## src/rtl/cdc_xfer_arbiter_if.sv

```systemverilog
// Bundle of the requester-side and CDC-channel signals of cdc_xfer_arbiter.
// The slave modport is taken by the arbiter; the master modport is the
// requester / far-side view. With CDC_TIMEOUT_EN defined the bundle also
// carries the abort pulse vector and the sticky timeout flag.
interface cdc_xfer_arbiter_if #(
  parameter int unsigned N_REQ = 4,
  parameter int unsigned W     = 16
);
  localparam int unsigned SW = $clog2(N_REQ);

  logic [N_REQ-1:0]   req;
  logic [N_REQ*W-1:0] req_data;
  logic [N_REQ-1:0]   done;
  logic [W-1:0]       xfer_data;
  logic [SW-1:0]      xfer_src;
  logic               xfer_toggle;
  logic               ack_toggle;
  logic               busy;
`ifdef CDC_TIMEOUT_EN
  logic [N_REQ-1:0]   abort;
  logic               timeout_err;

  modport slave (
    input  req, req_data, ack_toggle,
    output done, xfer_data, xfer_src, xfer_toggle, busy, abort, timeout_err
  );

  modport master (
    output req, req_data, ack_toggle,
    input  done, xfer_data, xfer_src, xfer_toggle, busy, abort, timeout_err
  );
`else
  modport slave (
    input  req, req_data, ack_toggle,
    output done, xfer_data, xfer_src, xfer_toggle, busy
  );

  modport master (
    output req, req_data, ack_toggle,
    input  done, xfer_data, xfer_src, xfer_toggle, busy
  );
`endif
endinterface

```

## src/rtl/cdc_xfer_arbiter.sv

```systemverilog
// Source-domain arbiter sharing one multi-bit CDC channel among N_REQ
// requesters with a toggle req/ack handshake. Round-robin grant, word held
// on xfer_data for a full cycle before xfer_toggle flips, completion when
// the synchronized ack_toggle matches xfer_toggle again.
// Optional feature macro: CDC_TIMEOUT_EN (WAIT_ACK timeout with abort pulse
// and sticky timeout_err).
module cdc_xfer_arbiter #(
  parameter int unsigned N_REQ   = 4,
  parameter int unsigned W       = 16,
  parameter int unsigned GAP     = 2,
  parameter int unsigned TIMEOUT = 255
) (
  input logic               clk,
  input logic               rst,
  cdc_xfer_arbiter_if.slave bus
);

  localparam int unsigned SW = $clog2(N_REQ);
  localparam int unsigned TW = $clog2(TIMEOUT + 1);

  // Reject unsupported configurations at elaboration time.
  if (N_REQ < 2 || N_REQ > 8 || GAP > 15 || TIMEOUT < 1) begin : g_bad_param
    $error("cdc_xfer_arbiter: unsupported parameter combination");
  end

  typedef enum logic [2:0] {
    StIdle,
    StLoad,
    StLaunch,
    StWaitAck,
    StGap
  } state_e;

  state_e           state_q, state_d;
  logic [N_REQ-1:0] done_q, done_d;
  logic [W-1:0]     xfer_data_q, xfer_data_d;
  logic [SW-1:0]    xfer_src_q, xfer_src_d;
  logic             xfer_toggle_q, xfer_toggle_d;
  logic             busy_q, busy_d;
  logic [SW-1:0]    rr_ptr_q, rr_ptr_d;
  logic [3:0]       gap_cnt_q, gap_cnt_d;
`ifdef CDC_TIMEOUT_EN
  logic [TW-1:0]    to_cnt_q, to_cnt_d;
  logic [N_REQ-1:0] abort_q, abort_d;
  logic             timeout_err_q, timeout_err_d;
`endif

  logic             quiescent;
  logic             win_valid;
  logic [SW-1:0]    win_idx;
  int unsigned      cand;
  logic [SW-1:0]    next_ptr;
  state_e           post_state;

  // No transfer is outstanding while both toggles agree.
  assign quiescent = (bus.ack_toggle == xfer_toggle_q);

  // Round-robin search: first active request at or above rr_ptr, wrapping.
  always_comb begin
    win_valid = 1'b0;
    win_idx   = '0;
    cand      = 0;
    for (int unsigned k = 0; k < N_REQ; k++) begin
      cand = (32'(rr_ptr_q) + k) % N_REQ;
      if (!win_valid && bus.req[cand[SW-1:0]]) begin
        win_valid = 1'b1;
        win_idx   = cand[SW-1:0];
      end
    end
  end

  // Pointer and state shared by the completion and abort paths.
  always_comb begin
    next_ptr   = (xfer_src_q == SW'(N_REQ - 1)) ? '0 : xfer_src_q + 1'b1;
    post_state = (GAP == 0) ? StIdle : StGap;
  end

  // Next-state and registered-output logic.
  always_comb begin
    state_d       = state_q;
    done_d        = '0;
    xfer_data_d   = xfer_data_q;
    xfer_src_d    = xfer_src_q;
    xfer_toggle_d = xfer_toggle_q;
    rr_ptr_d      = rr_ptr_q;
    gap_cnt_d     = gap_cnt_q;
`ifdef CDC_TIMEOUT_EN
    to_cnt_d      = to_cnt_q;
    abort_d       = '0;
    timeout_err_d = timeout_err_q;
`endif

    unique case (state_q)
      StIdle: begin
        // A stale or spurious ack mismatch holds off any new launch.
        if (|bus.req && quiescent) state_d = StLoad;
      end
      StLoad: begin
        if (win_valid) begin
          xfer_data_d = bus.req_data[32'(win_idx) * W +: W];
          xfer_src_d  = win_idx;
          state_d     = StLaunch;
        end else begin
          // Request vanished between IDLE and LOAD; just go back.
          state_d = StIdle;
        end
      end
      StLaunch: begin
        xfer_toggle_d = ~xfer_toggle_q;
        state_d       = StWaitAck;
`ifdef CDC_TIMEOUT_EN
        to_cnt_d      = '0;
`endif
      end
      StWaitAck: begin
`ifdef CDC_TIMEOUT_EN
        to_cnt_d = to_cnt_q + 1'b1;
`endif
        if (quiescent) begin
          done_d[xfer_src_q] = 1'b1;
          rr_ptr_d           = next_ptr;
          state_d            = post_state;
          gap_cnt_d          = 4'(GAP - 1);
        end
`ifdef CDC_TIMEOUT_EN
        else if (to_cnt_d == TW'(TIMEOUT)) begin
          abort_d[xfer_src_q] = 1'b1;
          timeout_err_d       = 1'b1;
          rr_ptr_d            = next_ptr;
          state_d             = post_state;
          gap_cnt_d           = 4'(GAP - 1);
        end
`endif
      end
      StGap: begin
        if (gap_cnt_q == 4'd0) begin
          state_d = StIdle;
        end else begin
          gap_cnt_d = gap_cnt_q - 4'd1;
        end
      end
      default: state_d = StIdle;
    endcase

    busy_d = (state_d != StIdle);
  end

  // State register with synchronous reset; reset drops any transfer silently.
  always_ff @(posedge clk) begin
    if (rst) begin
      state_q       <= StIdle;
      done_q        <= '0;
      xfer_data_q   <= '0;
      xfer_src_q    <= '0;
      xfer_toggle_q <= 1'b0;
      busy_q        <= 1'b0;
      rr_ptr_q      <= '0;
      gap_cnt_q     <= '0;
`ifdef CDC_TIMEOUT_EN
      to_cnt_q      <= '0;
      abort_q       <= '0;
      timeout_err_q <= 1'b0;
`endif
    end else begin
      state_q       <= state_d;
      done_q        <= done_d;
      xfer_data_q   <= xfer_data_d;
      xfer_src_q    <= xfer_src_d;
      xfer_toggle_q <= xfer_toggle_d;
      busy_q        <= busy_d;
      rr_ptr_q      <= rr_ptr_d;
      gap_cnt_q     <= gap_cnt_d;
`ifdef CDC_TIMEOUT_EN
      to_cnt_q      <= to_cnt_d;
      abort_q       <= abort_d;
      timeout_err_q <= timeout_err_d;
`endif
    end
  end

  assign bus.done        = done_q;
  assign bus.xfer_data   = xfer_data_q;
  assign bus.xfer_src    = xfer_src_q;
  assign bus.xfer_toggle = xfer_toggle_q;
  assign bus.busy        = busy_q;
`ifdef CDC_TIMEOUT_EN
  assign bus.abort       = abort_q;
  assign bus.timeout_err = timeout_err_q;
`endif

endmodule

```

## src/flat_wrapper.sv

```systemverilog
// flat-port wrapper written by rule: the top's interface ports become plain ports
module cdc_xfer_arbiter_flat 
#(
  parameter int unsigned N_REQ   = 4,
  parameter int unsigned W       = 16,
  parameter int unsigned GAP     = 2,
  parameter int unsigned TIMEOUT = 255
)
  (clk, rst, bus_req, bus_req_data, bus_ack_toggle, bus_done, bus_xfer_data, bus_xfer_src, bus_xfer_toggle, bus_busy);
  cdc_xfer_arbiter_if #(.N_REQ(N_REQ), .W(W)) bus_i ();
  input logic clk;
  input logic rst;
  input wire logic [$bits(bus_i.req)-1:0] bus_req;
  input wire logic [$bits(bus_i.req_data)-1:0] bus_req_data;
  input wire logic [$bits(bus_i.ack_toggle)-1:0] bus_ack_toggle;
  output wire logic [$bits(bus_i.done)-1:0] bus_done;
  output wire logic [$bits(bus_i.xfer_data)-1:0] bus_xfer_data;
  output wire logic [$bits(bus_i.xfer_src)-1:0] bus_xfer_src;
  output wire logic [$bits(bus_i.xfer_toggle)-1:0] bus_xfer_toggle;
  output wire logic [$bits(bus_i.busy)-1:0] bus_busy;
  assign bus_i.req = bus_req;
  assign bus_i.req_data = bus_req_data;
  assign bus_i.ack_toggle = bus_ack_toggle;
  assign bus_done = bus_i.done;
  assign bus_xfer_data = bus_i.xfer_data;
  assign bus_xfer_src = bus_i.xfer_src;
  assign bus_xfer_toggle = bus_i.xfer_toggle;
  assign bus_busy = bus_i.busy;
  cdc_xfer_arbiter #(.N_REQ(N_REQ), .W(W), .GAP(GAP), .TIMEOUT(TIMEOUT)) u_core (.clk(clk), .rst(rst), .bus(bus_i));
endmodule
```

## config.mk

```make
export PLATFORM = sky130hd
export DESIGN_NAME = cdc_xfer_arbiter_flat
export DESIGN_NICKNAME = d
export VERILOG_FILES = /design/src/rtl/cdc_xfer_arbiter_if.sv /design/src/rtl/cdc_xfer_arbiter.sv /design/src/flat_wrapper.sv
export SDC_FILE = /design/constraint.sdc
export NUM_CORES = 1
export LEC_CHECK = 0
export ABC_AREA = 0
export CAP_MARGIN = 20
export CORE_UTILIZATION = 36
export DETAILED_ROUTE_END_ITERATION = 16
export PLACE_DENSITY = 0.76
export SYNTH_ARGS = -nofsm -noshare
export SYNTH_HDL_FRONTEND = slang
export SYNTH_SLANG_ARGS = --single-unit
```

## constraint.sdc

```tcl
create_clock -name clk -period 1.9 [get_ports clk]
set_input_delay 0.285 -clock clk [delete_from_list [all_inputs] [get_ports clk]]
set_output_delay 0.285 -clock clk [all_outputs]
set_load 0.02 [all_outputs]
```

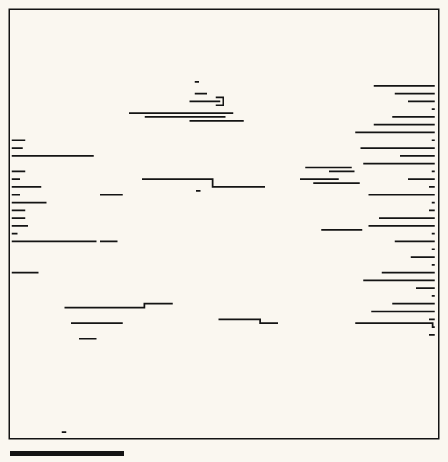
Fig. 1. Met3 routing (run 1).
The bar under the picture is 20 microns long.
The longest straight run is 17.9 microns. The wires run mostly horizontal. The layer carries 406 microns of wire.
Global Route met3 Usage: 0.0428
total wire length: 5830 microns

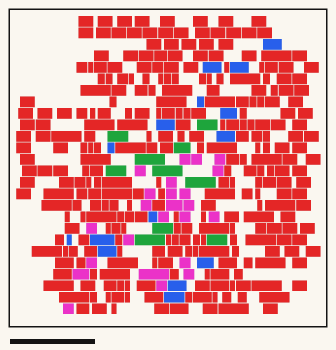
Fig. 2. Cell sizes after repair (run 1).
The bar under the picture is 20 microns long.
Blue is x2, cells 15. Magenta is x3 and x4, cells 24. Red is x1 and smaller, cells 288. Green is x6 and larger, cells 10.

==> results.toml, run 1 <==
# implementation run metrics
[synthesis]
top_area_frac = 0.346
ys_types = 40
area_leaders = "dfxtp_1, mux2i_1, a211o_1, o21ai_0, nand3_1"
syn_inst = 223
synthAdderAreaFrac = 0.0394
yosys-mux-area-fraction = 0.106

[pwr]
clkPwrFrac = 0.246
worst_ir_drop_vdd_mv = 0.403

[final_timing]
final_hold_viol_count = 0
final.setup.tns_ns = 0

[placed_design]
placed_cell_area_sq_um = 3100
dp_hpwl_microns = 4260
post-place-ws_ns = -0.295

[cts]
clk_pin_slew_worst_paths_ns = 0.06
ctsLongestPathBuffers = 2
cts_max_level = 2

[layout]
syn_to_final_growth_pct = 70.9
post-route-cell-area_sq_um = 3260
layout.cells.largest_class = "non-clock buffers"

[run_status]
status = "complete, no violations"

[floorplanning]
tap_cells = 70

[worst_setup_path]
crit_path_start = "bus_req[1]"
reg2reg_depth = 6
worstSetupPathType = "input port to register"
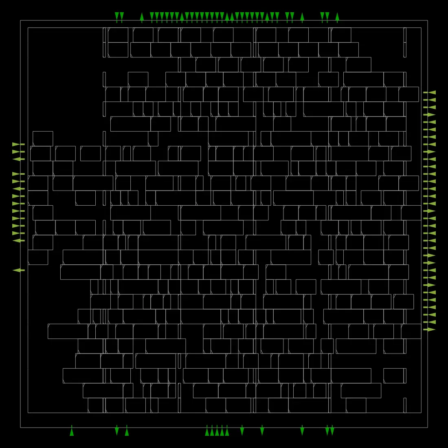
Fig. 3. Placement view (run 1).
Core Rows: 26
flop count: 33
core area: 5110 sq um
Finished Core Util: 0.638

==> inputs of run 2 (changes only) <==
CAP_MARGIN = 25   (was 20)
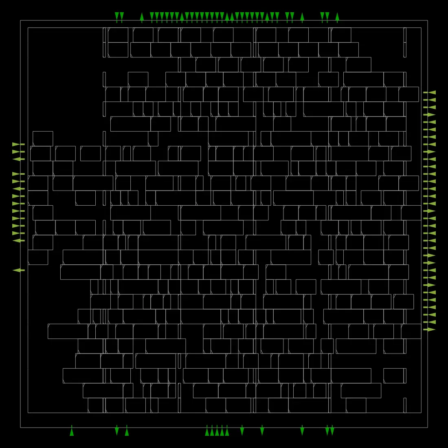
Fig. 4. Placement view (run 2).
# fillers: 442
Finished Layout Cells: 407

==> run 2 against run 1 <==
Effect of this change: routed wire length did not move; global-route usage did not move; worst hold slack did not move; combinational power barely moved; first-iteration DRC count did not move; power did not move; design area did not move; maximum frequency did not move; sequential share of layout area did not move; die area did not move; synthesized area did not move; critical path type unchanged; largest power group unchanged.
==> results.toml, run 2 <==
# implementation run metrics
[pwr]
worst_ir_drop_vdd_mv = 0.403
power.total_w = 0.00205
pg_seq_w = 0.000813
clkPwrFrac = 0.246
power-top-group = "sequential cells"

[layout]
seqCellArea_sq_um = 661
lay_top_count = "clkdlybuf4s50_1"
post-route-cell-area_sq_um = 3260
layout.cells.largest_class = "non-clock buffers"
bufAreaShareNonClock = 0.371
ff_count = 33
syn_to_final_growth_pct = 70.9
fin_util = 0.638

[run_status]
status = "complete, no violations"

[final_timing]
final_hold_viol_count = 0
post-route-period-util = 0.968
final.setup.tns_ns = 0
post-route-min-period_ns = 1.84

[grt]
grt_pass1_wl_microns = 8670
use_met1 = 0.239
met2_usage = 0.361

[placed_design]
place_inst = 397
placed_cell_area_sq_um = 3100
port_buffers = 94
dp_hpwl_microns = 4260
post-place-ws_ns = -0.295

[synthesis]
area_leaders = "dfxtp_1, mux2i_1, a211o_1, o21ai_0, nand3_1"
ys_seq_frac = 0.346
ys_sh_simple = 0.188
syn_inst = 223
top_area_frac = 0.346
yosys-mux-area-fraction = 0.106
ys_top_cells_by_count = "dfxtp_1, nand2_1, mux2i_1, o21ai_0, nand3_1"
ys_types = 40

[worst_setup_path]
max_stage_delay_ns = 0.50
worstSetupPathType = "input port to register"
path_max_fanout = 8
r2r_slack_ns = 0.11
crit_path_start = "bus_req[1]"
reg2reg_depth = 6

[cts]
ctsLongestPathBuffers = 2
clk_pin_slew_worst_paths_ns = 0.06
cts_max_level = 2

[floorplanning]
rows = 26
dieHeight_microns = 74.8
tap_cells = 70
core_area_sq_um = 5110

[drt]
wirelength_microns = 5830
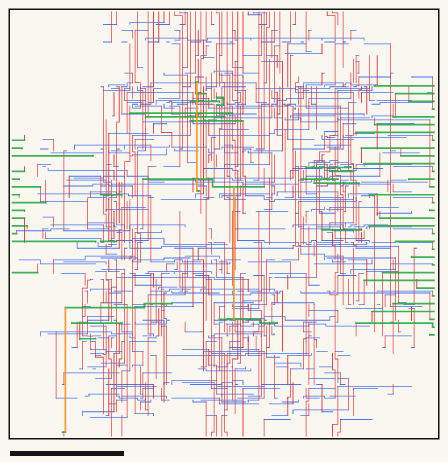
Fig. 5. Routed metal, one color a layer (run 2).
The bar under the picture is 20 microns long.
Red is M2, wire length 2860 microns. Green is M3, wire length 406 microns. Orange is M4, wire length 63.9 microns. Blue is M1, wire length 2510 microns.

Power and IR drop assume default switching activity.
